[src/rtl/dna_port_resp_pkg.sv]
// Shared constants for the device-DNA port responder and the DNA reader:
// ID width, default ID, counter width and FSM state encoding.
package dna_port_resp_pkg;

   localparam int DNA_WD = 57;
   localparam logic [DNA_WD-1:0] DNA_VALUE_DEF = 57'h1_2345_6789_ABCD_EF;

   // 2**CNT_WD must exceed DNA_WD so the done count is reachable before saturation.
   localparam int CNT_WD = 6;

   localparam logic [1:0] ST_IDLE     = 2'd0;
   localparam logic [1:0] ST_LOADED   = 2'd1;
   localparam logic [1:0] ST_SHIFTING = 2'd2;
   localparam logic [1:0] ST_DONE     = 2'd3;

   typedef enum logic [1:0] {
      IDLE     = ST_IDLE,
      LOADED   = ST_LOADED,
      SHIFTING = ST_SHIFTING,
      DONE     = ST_DONE
   } dna_state_e;

   localparam logic [CNT_WD-1:0] CNT_ONE = {{(CNT_WD-1){1'b0}}, 1'b1};

   function automatic logic [CNT_WD-1:0] sat_inc(input logic [CNT_WD-1:0] v);
      return (&v) ? v : v + CNT_ONE;
   endfunction

endpackage

[src/rtl/dna_port_resp_sync_edge_det.sv]
// Two-flop synchronizers for the DNA port pins plus a rising-edge detector
// on the synchronized DNA clock.
module sync_edge_det (
   input  logic clk,
   input  logic reset,
   input  logic i_dna_clk,
   input  logic i_dna_read,
   input  logic i_dna_shift,
   input  logic i_dna_din,
   output logic o_rise,
   output logic o_read_s,
   output logic o_shift_s,
   output logic o_din_s
);

   // Bit order in both stages: {din, shift, read, clk}. No reset on these flops.
   logic [3:0] meta_q;
   logic [3:0] sync_q;
   logic       clk_d_q;
   logic       clk_s;

   always_ff @(posedge clk) begin
      meta_q <= {i_dna_din, i_dna_shift, i_dna_read, i_dna_clk};
      sync_q <= meta_q;
   end

   assign clk_s = sync_q[0];

   // Preloading the synchronized level during reset means a DNA clock that is
   // already high at reset release does not register as an edge.
   always_ff @(posedge clk) begin
      if (reset) begin
         clk_d_q <= clk_s;
      end else begin
         clk_d_q <= clk_s;
      end
   end

   assign o_rise    = clk_s & ~clk_d_q;
   assign o_read_s  = sync_q[1];
   assign o_shift_s = sync_q[2];
   assign o_din_s   = sync_q[3];

endmodule

[src/rtl/dna_port_resp.sv]
// Device-DNA serial port responder: loads a programmable ID on READ and
// shifts it out MSB-first on SHIFT, tracking shift count and protocol misuse.
module dna_port_resp
   import dna_port_resp_pkg::*;
#(
   parameter int                DNA_WD    = dna_port_resp_pkg::DNA_WD,
   parameter logic [DNA_WD-1:0] DNA_VALUE = DNA_VALUE_DEF,
   parameter int                CNT_WD    = dna_port_resp_pkg::CNT_WD
) (
   input  logic              clk,
   input  logic              reset,
   input  logic              i_dna_clk,
   input  logic              i_dna_read,
   input  logic              i_dna_shift,
   input  logic              i_dna_din,
   output logic              o_dna_dout,
   output logic [CNT_WD-1:0] ov_shift_cnt,
   output logic              o_shift_done,
   output logic              o_protocol_err,
   output logic [1:0]        ov_state
);

   localparam logic [CNT_WD-1:0] LAST_CNT = CNT_WD'(DNA_WD - 1);
   localparam logic [CNT_WD-1:0] CNT_MAX  = {CNT_WD{1'b1}};

   logic rise;
   logic read_s;
   logic shift_s;
   logic din_s;

   logic [DNA_WD-1:0] shreg_q;
   logic [DNA_WD-1:0] shreg_d;
   logic [CNT_WD-1:0] cnt_q;
   logic [CNT_WD-1:0] cnt_d;
   logic              done_q;
   logic              err_q;
   dna_state_e        state_q;

   sync_edge_det u_sync (
      .clk         (clk),
      .reset       (reset),
      .i_dna_clk   (i_dna_clk),
      .i_dna_read  (i_dna_read),
      .i_dna_shift (i_dna_shift),
      .i_dna_din   (i_dna_din),
      .o_rise      (rise),
      .o_read_s    (read_s),
      .o_shift_s   (shift_s),
      .o_din_s     (din_s)
   );

   always_comb begin
      shreg_d = {shreg_q[DNA_WD-2:0], din_s};
      cnt_d   = (cnt_q == CNT_MAX) ? cnt_q : cnt_q + {{(CNT_WD-1){1'b0}}, 1'b1};
   end

   // Everything advances only on a synchronized DNA clock rise; READ beats SHIFT.
   always_ff @(posedge clk) begin
      if (reset) begin
         shreg_q <= '0;
         cnt_q   <= '0;
         done_q  <= 1'b0;
         err_q   <= 1'b0;
         state_q <= IDLE;
      end else if (rise) begin
         if (read_s) begin
            shreg_q <= DNA_VALUE;
            cnt_q   <= '0;
            done_q  <= 1'b0;
            err_q   <= 1'b0;
            state_q <= LOADED;
         end else if (shift_s) begin
            shreg_q <= shreg_d;
            cnt_q   <= cnt_d;
            case (state_q)
               IDLE: begin
                  err_q <= 1'b1;
               end
               LOADED, SHIFTING: begin
                  if (cnt_d == LAST_CNT) begin
                     state_q <= DONE;
                     done_q  <= 1'b1;
                  end else begin
                     state_q <= SHIFTING;
                  end
               end
               DONE: begin
                  err_q <= 1'b1;
               end
               default: begin
                  state_q <= IDLE;
               end
            endcase
         end
      end
   end

   assign o_dna_dout     = shreg_q[DNA_WD-1];
   assign ov_shift_cnt   = cnt_q;
   assign o_shift_done   = done_q;
   assign o_protocol_err = err_q;
   assign ov_state       = state_q;

endmodule
[config.mk]
export PLATFORM = sky130hd
export DESIGN_NAME = dna_port_resp
export DESIGN_NICKNAME = d
export VERILOG_FILES = /design/src/rtl/dna_port_resp_pkg.sv /design/src/rtl/dna_port_resp_sync_edge_det.sv /design/src/rtl/dna_port_resp.sv
export SDC_FILE = /design/constraint.sdc
export NUM_CORES = 1
export LEC_CHECK = 0
export CAP_MARGIN = 20
export CORE_UTILIZATION = 36
export DETAILED_ROUTE_END_ITERATION = 10
export GPL_TIMING_DRIVEN = 0
export PLACE_DENSITY_LB_ADDON = 0.2
export SYNTH_ARGS = -nofsm -noshare
export SYNTH_HDL_FRONTEND = slang
export SYNTH_HIERARCHICAL = 1
export SYNTH_SLANG_ARGS = --single-unit
[constraint.sdc]
create_clock -name clk -period 2.4 [get_ports clk]
set_input_delay 0.24 -clock clk [delete_from_list [all_inputs] [get_ports clk]]
set_output_delay 0.24 -clock clk [all_outputs]
set_load 0.02 [all_outputs]
**Run 1: the metal 1 layer**

Cells faint in the background.
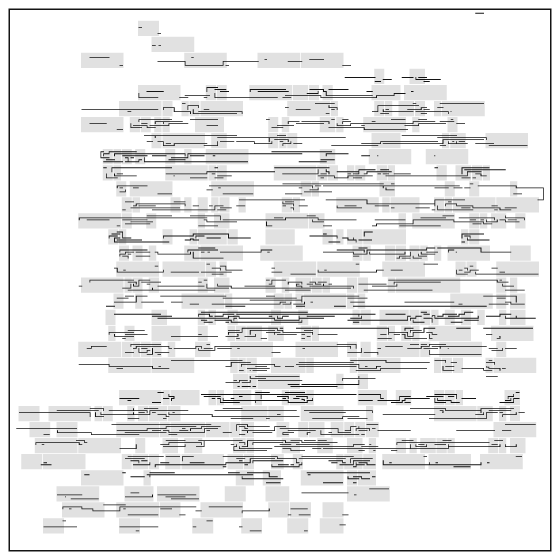
main direction: horizontal
nets with wire on the layer: 350
wire length on this layer: 3150 µm
share of all routed wire: 48%
longest straight run: 26.2 µm

**Run 1: the metal 2 layer**

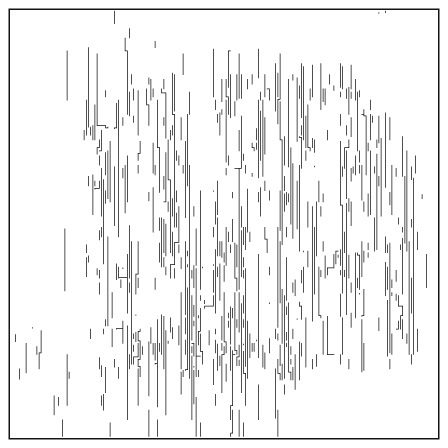
share of all routed wire: 46%
nets with wire on the layer: 289
wire length on this layer: 2990 µm
main direction: vertical

**Run 1: signal wires on met4**

Cells faint in the background.
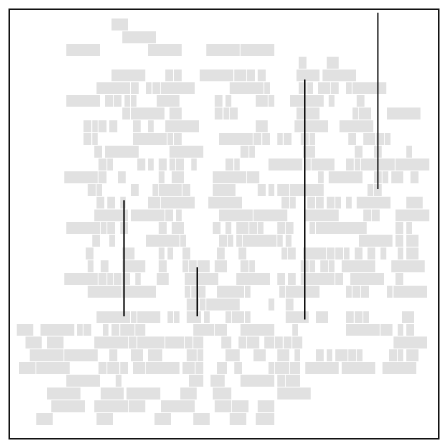
nets with wire on the layer: 3
share of all routed wire: 1.9%

==> impl_metrics.yaml, run 1 <==
# yosys + openroad results
clock_tree:
  ctsHoldBuffers: 0
  post-cts-setup-buffers: 0
  cts.sinks: 76
  clkLatencyLatePin_ns: 0.34
  cts.clk_slew.worst_paths_ns: 0.08
  post_cts_resized: 0
  cts_max_level: 3
  cts.path.max_buffers: 2
  cts_tree: "yes"
  cts_buffers: 9
  root_buffer: "clkbuf_8"
timing:
  finalSetupViolations: 0
  rsz0062_at_grt: "false"
  relSlewSlack: 0.524
  drv_slew: 0
  worst_pin_slew_ns: 0.709
  min_period_ns: 2.00
  hold_viol_final: 0
  setup_tns_ns: 0
  finalClockSkew_ns: 0.00726
  fmax_mhz: 501
  period_used_share: 0.832
  hold_slack_ns: 0.329
setup_path:
  endpoint_kind: "register"
  cp_max_fo: 9
  critical_path_class: "reg2reg"
  required_ns: 2.63
  critPathLaunchType: "register"
  arrival_ns: 2.22
synth:
  yosysWarnings: 6
  syn_nets: 340
  synthCells: 333
  synthesis.area_um2: 2880
  synth_cell_type_count: 38
  synth_seq_share: 0.528
  yosys_area_um2: 2880
  flop_cell: "dfxtp_1"
  ys_cells: 333
  ys_async_sr_fraction: 0
  numSynthFlops: 76
  edf_count: 0
  synth_area_per_cell_um2: 8.66
power:
  leakage_uw: 0.00114
  max-vdd-ir-drop_mv: 0.277
  power_density_nw_per_um2: 736
routing:
  wl_per_cell_um: 13.9
  totalWireLength_mm: 6.49
  antenna_left: 0
  vias: 2391
  first_iter_violations: 136
  via_per_inst: 5.13
  drc: 0
  dr.pass1.iters: 4
place:
  hpwl_mm: 4.26
  portBuffers: 16
  gp_congestion: 0.830
layout:
  nFillCells: 792
  synthToLayoutAreaGrowth_pct: 16.6
  insertedDiodeCount: 0
  final_common_cell: "dfxtp_1"
  final_nets: 367
  drive_gt1_frac: 0.0852
  final_cell_mix: "dfxtp_1 (76), nor3_1 (66), nor2_1 (38)"
die:
  die_w_um: 91.5
  rows: 32
  die_area_um2: 8370
  fp.coreArea_um2: 7730
  initCoreUtil: 0.373
  ios: 17
  die_h_um: 91.5
global_routing:
  grt.total_usage: 0.172
  grt_pass1_wl_mm: 11.3
  overflow: 0
  grt_max_degree: 13
  grt_pass1_vias: 2279
  antenna_found_initial: 0
job:
  warnings: 26
  drv_cap: 0
status:
  status: "completed"
hold_path:
  hp-class: "reg2reg"
## run 1: area by class of cell
class,instances,area (µm²),area share
buffer,30,141,0.0421
clock buffer,10,138,0.0409
clock inverter,5,52.6,0.0156
inverter,2,7.51,0.00223
multi-input combinational,225,1210,0.361
sequential,76,1520,0.453
tap,102,128,0.0380
timing repair buffer,16,160,0.0476
## run 1: layer usage
metal / global-route usage / part of all wire / vias up
met5: 0 / 0 / -
met4: 0.0794 / 0.019 / 0
met3: 0.0352 / 0.035 / 12
met2: 0.272 / 0.46 / 42
met1: 0.226 / 0.48 / 1131
li1: - / - / 1206
## run 1: worst paths after layout
| path | from | endpoint | slack, ns | depth (start not counted) |
|---|---|---|---|---|
| setup / recovery | ov_shift_cnt[0]$_SDFFE_PP0P_ | ov_state[0]$_SDFFE_PP0P_ | 0.40 | 6 |
| hold / removal | u_sync/meta_q[3]$_DFF_P_ | u_sync/sync_q[3]$_DFF_P_ | 0.33 | 0 |
| setup reg to reg | ov_shift_cnt[0]$_SDFFE_PP0P_ | ov_state[0]$_SDFFE_PP0P_ | 0.40 | 6 |
| hold reg to reg | u_sync/meta_q[3]$_DFF_P_ | u_sync/sync_q[3]$_DFF_P_ | 0.33 | 0 |
## run 1: power by group
group	internal, µW	total, µW	switching, µW
sequential	1310	1340	25.8
clock	497	951	454
combinational	70.0	187	117
## run 1: kinds of logic (layout without fill, tap and decap cells)
family                     Yosys count  count (layout)  synth area share
adders and majority gates            1               1           0.00434
AOI/OAI and AO/OA                   49              49             0.103
buffers and inverters               32              63            0.0516
DFF                                 76              76             0.528
xor gates and xnor gates             3               3            0.0117
and+or+nand+nor                    172             172             0.302
## run 1: synth_stat cells, types with 2 or more instances
cell	instances	area, µm²
nor3_1	66	330
nand3b_1	27	203
o31a_1	2	17.5
buf_2	8	40.0
a31oi_1	2	12.5
nand2_1	30	113
inv_1	2	7.51
nand3_1	2	10.0
a21oi_1	31	155
and3_1	2	12.5
nor2_1	38	143
buf_6	2	22.5
a211oi_1	2	15.0
o21a_1	2	15.0
dfxtp_1	76	1520
clkbuf_1	18	67.6
nor4_1	2	12.5
## run 1: sequential cells by signal, summed over array words and instances (netlist names)
name / cells
ov_shift_cnt: 6
shreg_q: 57
ov_state: 2
o_shift_done: 1
u_sync/meta_q: 4
u_sync/clk_d_q: 1
o_protocol_err: 1
u_sync/sync_q: 4
## run 1: per-stage QoR
step	util	setup WS, ns	power, µW	area (µm²)	instances
after floorplan	-	0.514	1490	2880	333
after global placement	0.410	0.393	1550	3170	451
after detailed placement	0.410	0.403	1550	3170	451
after CTS	0.435	0.432	2500	3360	466
after global routing	0.435	0.301	2600	3360	466
final	0.435	0.404	2470	3360	466
## run 1: critical path, stage by stage (launching register included)
cell     delay [ns]
dfxtp_1        0.51
ha_1           0.20
buf_4          0.15
xnor2_2        0.11
nand2_1        0.09
or4_4          0.53
o41ai_1        0.29
## Run 2: what changed since run 1
==> constraint.sdc (replaced) <==
create_clock -name clk -period 2 [get_ports clk]
set_input_delay 0.2 -clock clk [delete_from_list [all_inputs] [get_ports clk]]
set_output_delay 0.2 -clock clk [all_outputs]
set_load 0.02 [all_outputs]
**Run 2: routing congestion**

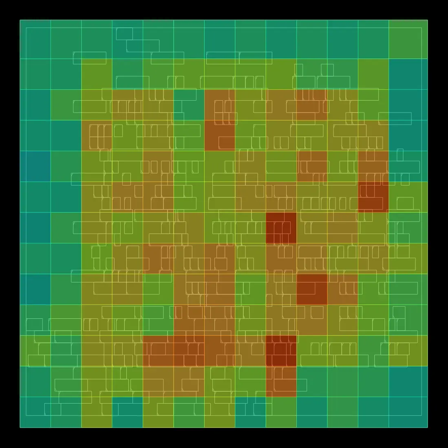
M2 GR Usage: 0.272
post-layout util: 0.435

**Run 2: the metal 1 layer**

Cells faint in the background.
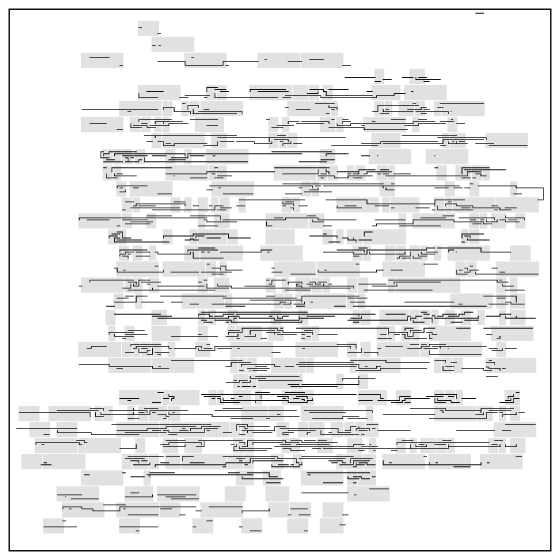
share of all routed wire: 48%
nets with wire on the layer: 350
longest straight run: 26.2 µm

==> run 2 against run 1 <==
Sequential cell count unchanged. Largest power group unchanged. Fmax is 5.8% higher. Largest cell class unchanged. Clock skew did not move. Worst hold slack worse by 0.035 ns. Combinational power increased by about 20%. First-iteration DRC count unchanged. Critical endpoint unchanged. Synthesized cell count is the same.
==> impl_metrics.yaml, run 2 <==
# yosys + openroad results
status:
  status: "completed"
routing:
  antenna_left: 0
  dr.pass1.iters: 4
  via_per_inst: 5.13
  drc: 0
  wl_per_cell_um: 13.9
  totalWireLength_mm: 6.49
  vias: 2391
  first_iter_violations: 136
layout:
  synthToLayoutAreaGrowth_pct: 16.7
  top_register: "shreg_q"
  final_common_cell: "dfxtp_1"
  insertedDiodeCount: 0
  drive_gt1_frac: 0.0907
  final_nets: 367
  largest_reg_flops: 57
  final_cell_mix: "dfxtp_1 (74), nor3_1 (66), nor2_1 (38)"
synth:
  top_cell: "dfxtp_1"
  top_cells_by_area: "dfxtp_1 (53%), nor3_1 (11%), nand3b_1 (7.0%)"
  yosysWarnings: 6
  syn_nets: 340
  ys_cells: 333
  synthTopCellsByCount: "dfxtp_1 (76), nor3_1 (66), nor2_1 (38), a21oi_1 (31), nand2_1 (30)"
  synth_area_per_cell_um2: 8.66
  ys_async_sr_fraction: 0
  numSynthFlops: 76
  largest_area_cell: "dfxtp_1"
  synth_seq_share: 0.528
  synth_cell_type_count: 38
  synthCells: 333
  yosys.area.top_type_share: 0.528
  synthesis.area_um2: 2880
  flop_cell: "dfxtp_1"
  yosys_area_um2: 2880
  edf_count: 0
setup_path:
  setup.worst_path.start: "ov_shift_cnt[0]$_SDFFE_PP0P_"
  critPathLaunchType: "register"
  r2r-start: "ov_shift_cnt[0]$_SDFFE_PP0P_"
  cp_cell_sequence: "ha_1 -> buf_4 -> xnor2_2 -> nand2_1 -> or4_4 -> o41ai_1"
  endpoint_kind: "register"
  required_ns: 2.23
  worst-r2r-cell-count: 6
  arrival_ns: 2.11
  r2r_end: "ov_state[0]$_SDFFE_PP0P_"
  critical_path_class: "reg2reg"
  crit_slowest_cell: "or4_4"
  reg2reg_slack_ns: 0.11
  cp_max_fo: 9
  cpPeakStageDelay_ns: 0.53
global_routing:
  grt_max_degree: 13
  grt_pass1_vias: 2279
  overflow: 0
  grt.total_usage: 0.172
  antenna_found_initial: 0
  grt_pass1_wl_mm: 11.3
die:
  die_h_um: 91.5
  fp.coreArea_um2: 7730
  die_w_um: 91.5
  initCoreUtil: 0.373
  rows: 32
  ios: 17
  die_area_um2: 8370
timing:
  hold_viol_final: 0
  drv_slew: 0
  worst_pin_slew_ns: 0.709
  rsz0062_at_grt: "false"
  setup_tns_ns: 0
  relSlewSlack: 0.524
  finalClockSkew_ns: 0.00726
  finalSetupViolations: 0
  period_used_share: 0.943
  fmax_mhz: 530
  min_period_ns: 1.89
place:
  portBuffers: 16
  hpwl_mm: 4.26
  gp_congestion: 0.830
clock_tree:
  post-cts-setup-buffers: 0
  cts.sinks: 76
  cts_tree: "yes"
  cts_buffers: 9
  cts.path.max_buffers: 2
  cts_max_level: 3
  clkLatencyLatePin_ns: 0.34
  root_buffer: "clkbuf_8"
  cts.clk_slew.worst_paths_ns: 0.08
job:
  warnings: 26
  drv_cap: 0
power:
  power_frac_clock: 0.384
  netSwitchingPower_uw: 716
  power_density_nw_per_um2: 883
  seqPwrFrac: 0.540
  leakage_uw: 0.00114
  max-vdd-ir-drop_mv: 0.332
  power.internal_uw: 2250
  p_comb_frac: 0.076
  swShare: 0.241
hold_path:
  holdPathStages: 1
  hold_start: "i_dna_shift"
  hp-class: "in2reg"
  worstHoldEndpoint: "u_sync/meta_q[2]$_DFF_P_"
==> run 2: cell counts after synthesis <==
No cell type changed its count.
==> run 2: stage by stage <==
step	cells	hold WS (ns)	setup WS, ns	instance area [µm²]	power (µW)
global route	466	0.269	0.0257	3360	3120
floorplan	333	0.228	0.114	2880	1790
CTS	466	0.279	0.0324	3360	3010
finish	466	0.294	0.114	3360	2970
detailed placement	451	0.312	0.0429	3170	1860
global placement	451	0.310	0.0328	3170	1860
==> run 2: worst max-delay path, delay by kind of cell, from the launching register on <==
kind,cells,cell delay [ns]
and+or+nand+nor,2,0.62
DFF,1,0.38
AOI/OAI and AO/OA,1,0.29
adders and majority gates,1,0.20
buffers and inverters,1,0.16
xor gates and xnor gates,1,0.12
==> run 2: power by group through the flow <==
stage	logic [µW]	clock network [µW]	registers (µW)
after global routing	253	1260	1610
after floorplan	151	0	1640
after CTS	227	1170	1600
after detailed placement	226	0	1640
after global placement	223	0	1640
final	225	1140	1600
==> run 2: kinds of logic after synthesis <==
logic type | Yosys count | share of synthesized area
xor+xnor | 3 | 0.0117
flops | 76 | 0.528
buf+inv | 32 | 0.0516
fa+ha+maj | 1 | 0.00434
compound gates | 49 | 0.103
simple gates | 172 | 0.302
==> run 2: how the worst max path moves through the flow <==
stage | depth (start not counted) | end
2_1_floorplan | 6 | o_shift_done$_SDFFE_PP0P_
3_3_place_gp | 4 | shreg_q[23]$_SDFFE_PP0P_
3_5_place_dp | 4 | shreg_q[23]$_SDFFE_PP0P_
4_1_cts | 6 | o_shift_done$_SDFFE_PP0P_
5_1_grt | 6 | ov_state[0]$_SDFFE_PP0P_
6_report | 6 | ov_state[0]$_SDFFE_PP0P_
==> run 2: final cells by class <==
class	count	area [µm²]
sequential	76	1520
multi-input combinational	225	1210
tap	102	128
buffer	30	141
clock inverter	5	52.6
timing repair buffer	16	160
clock buffer	10	138
fill	790	4360
inverter	2	7.51
==> run 2: layer usage <==
layer,up-vias,global-route usage,part of all wire
li1,1206,-,-
met1,1131,0.226,0.48
met2,42,0.272,0.46
met3,12,0.0352,0.035
met4,0,0.0794,0.019
met5,-,0,0
==> run 2: repair_timing <==
| item | in CTS | in global routing |
|---|---|---|
| hold buffers | 0 | 0 |
| setup endpoints to repair | 0 | 2 |
| gates resized | 0 | 2 |
Power figures rest on the tool's default switching activity, not on a simulated workload.
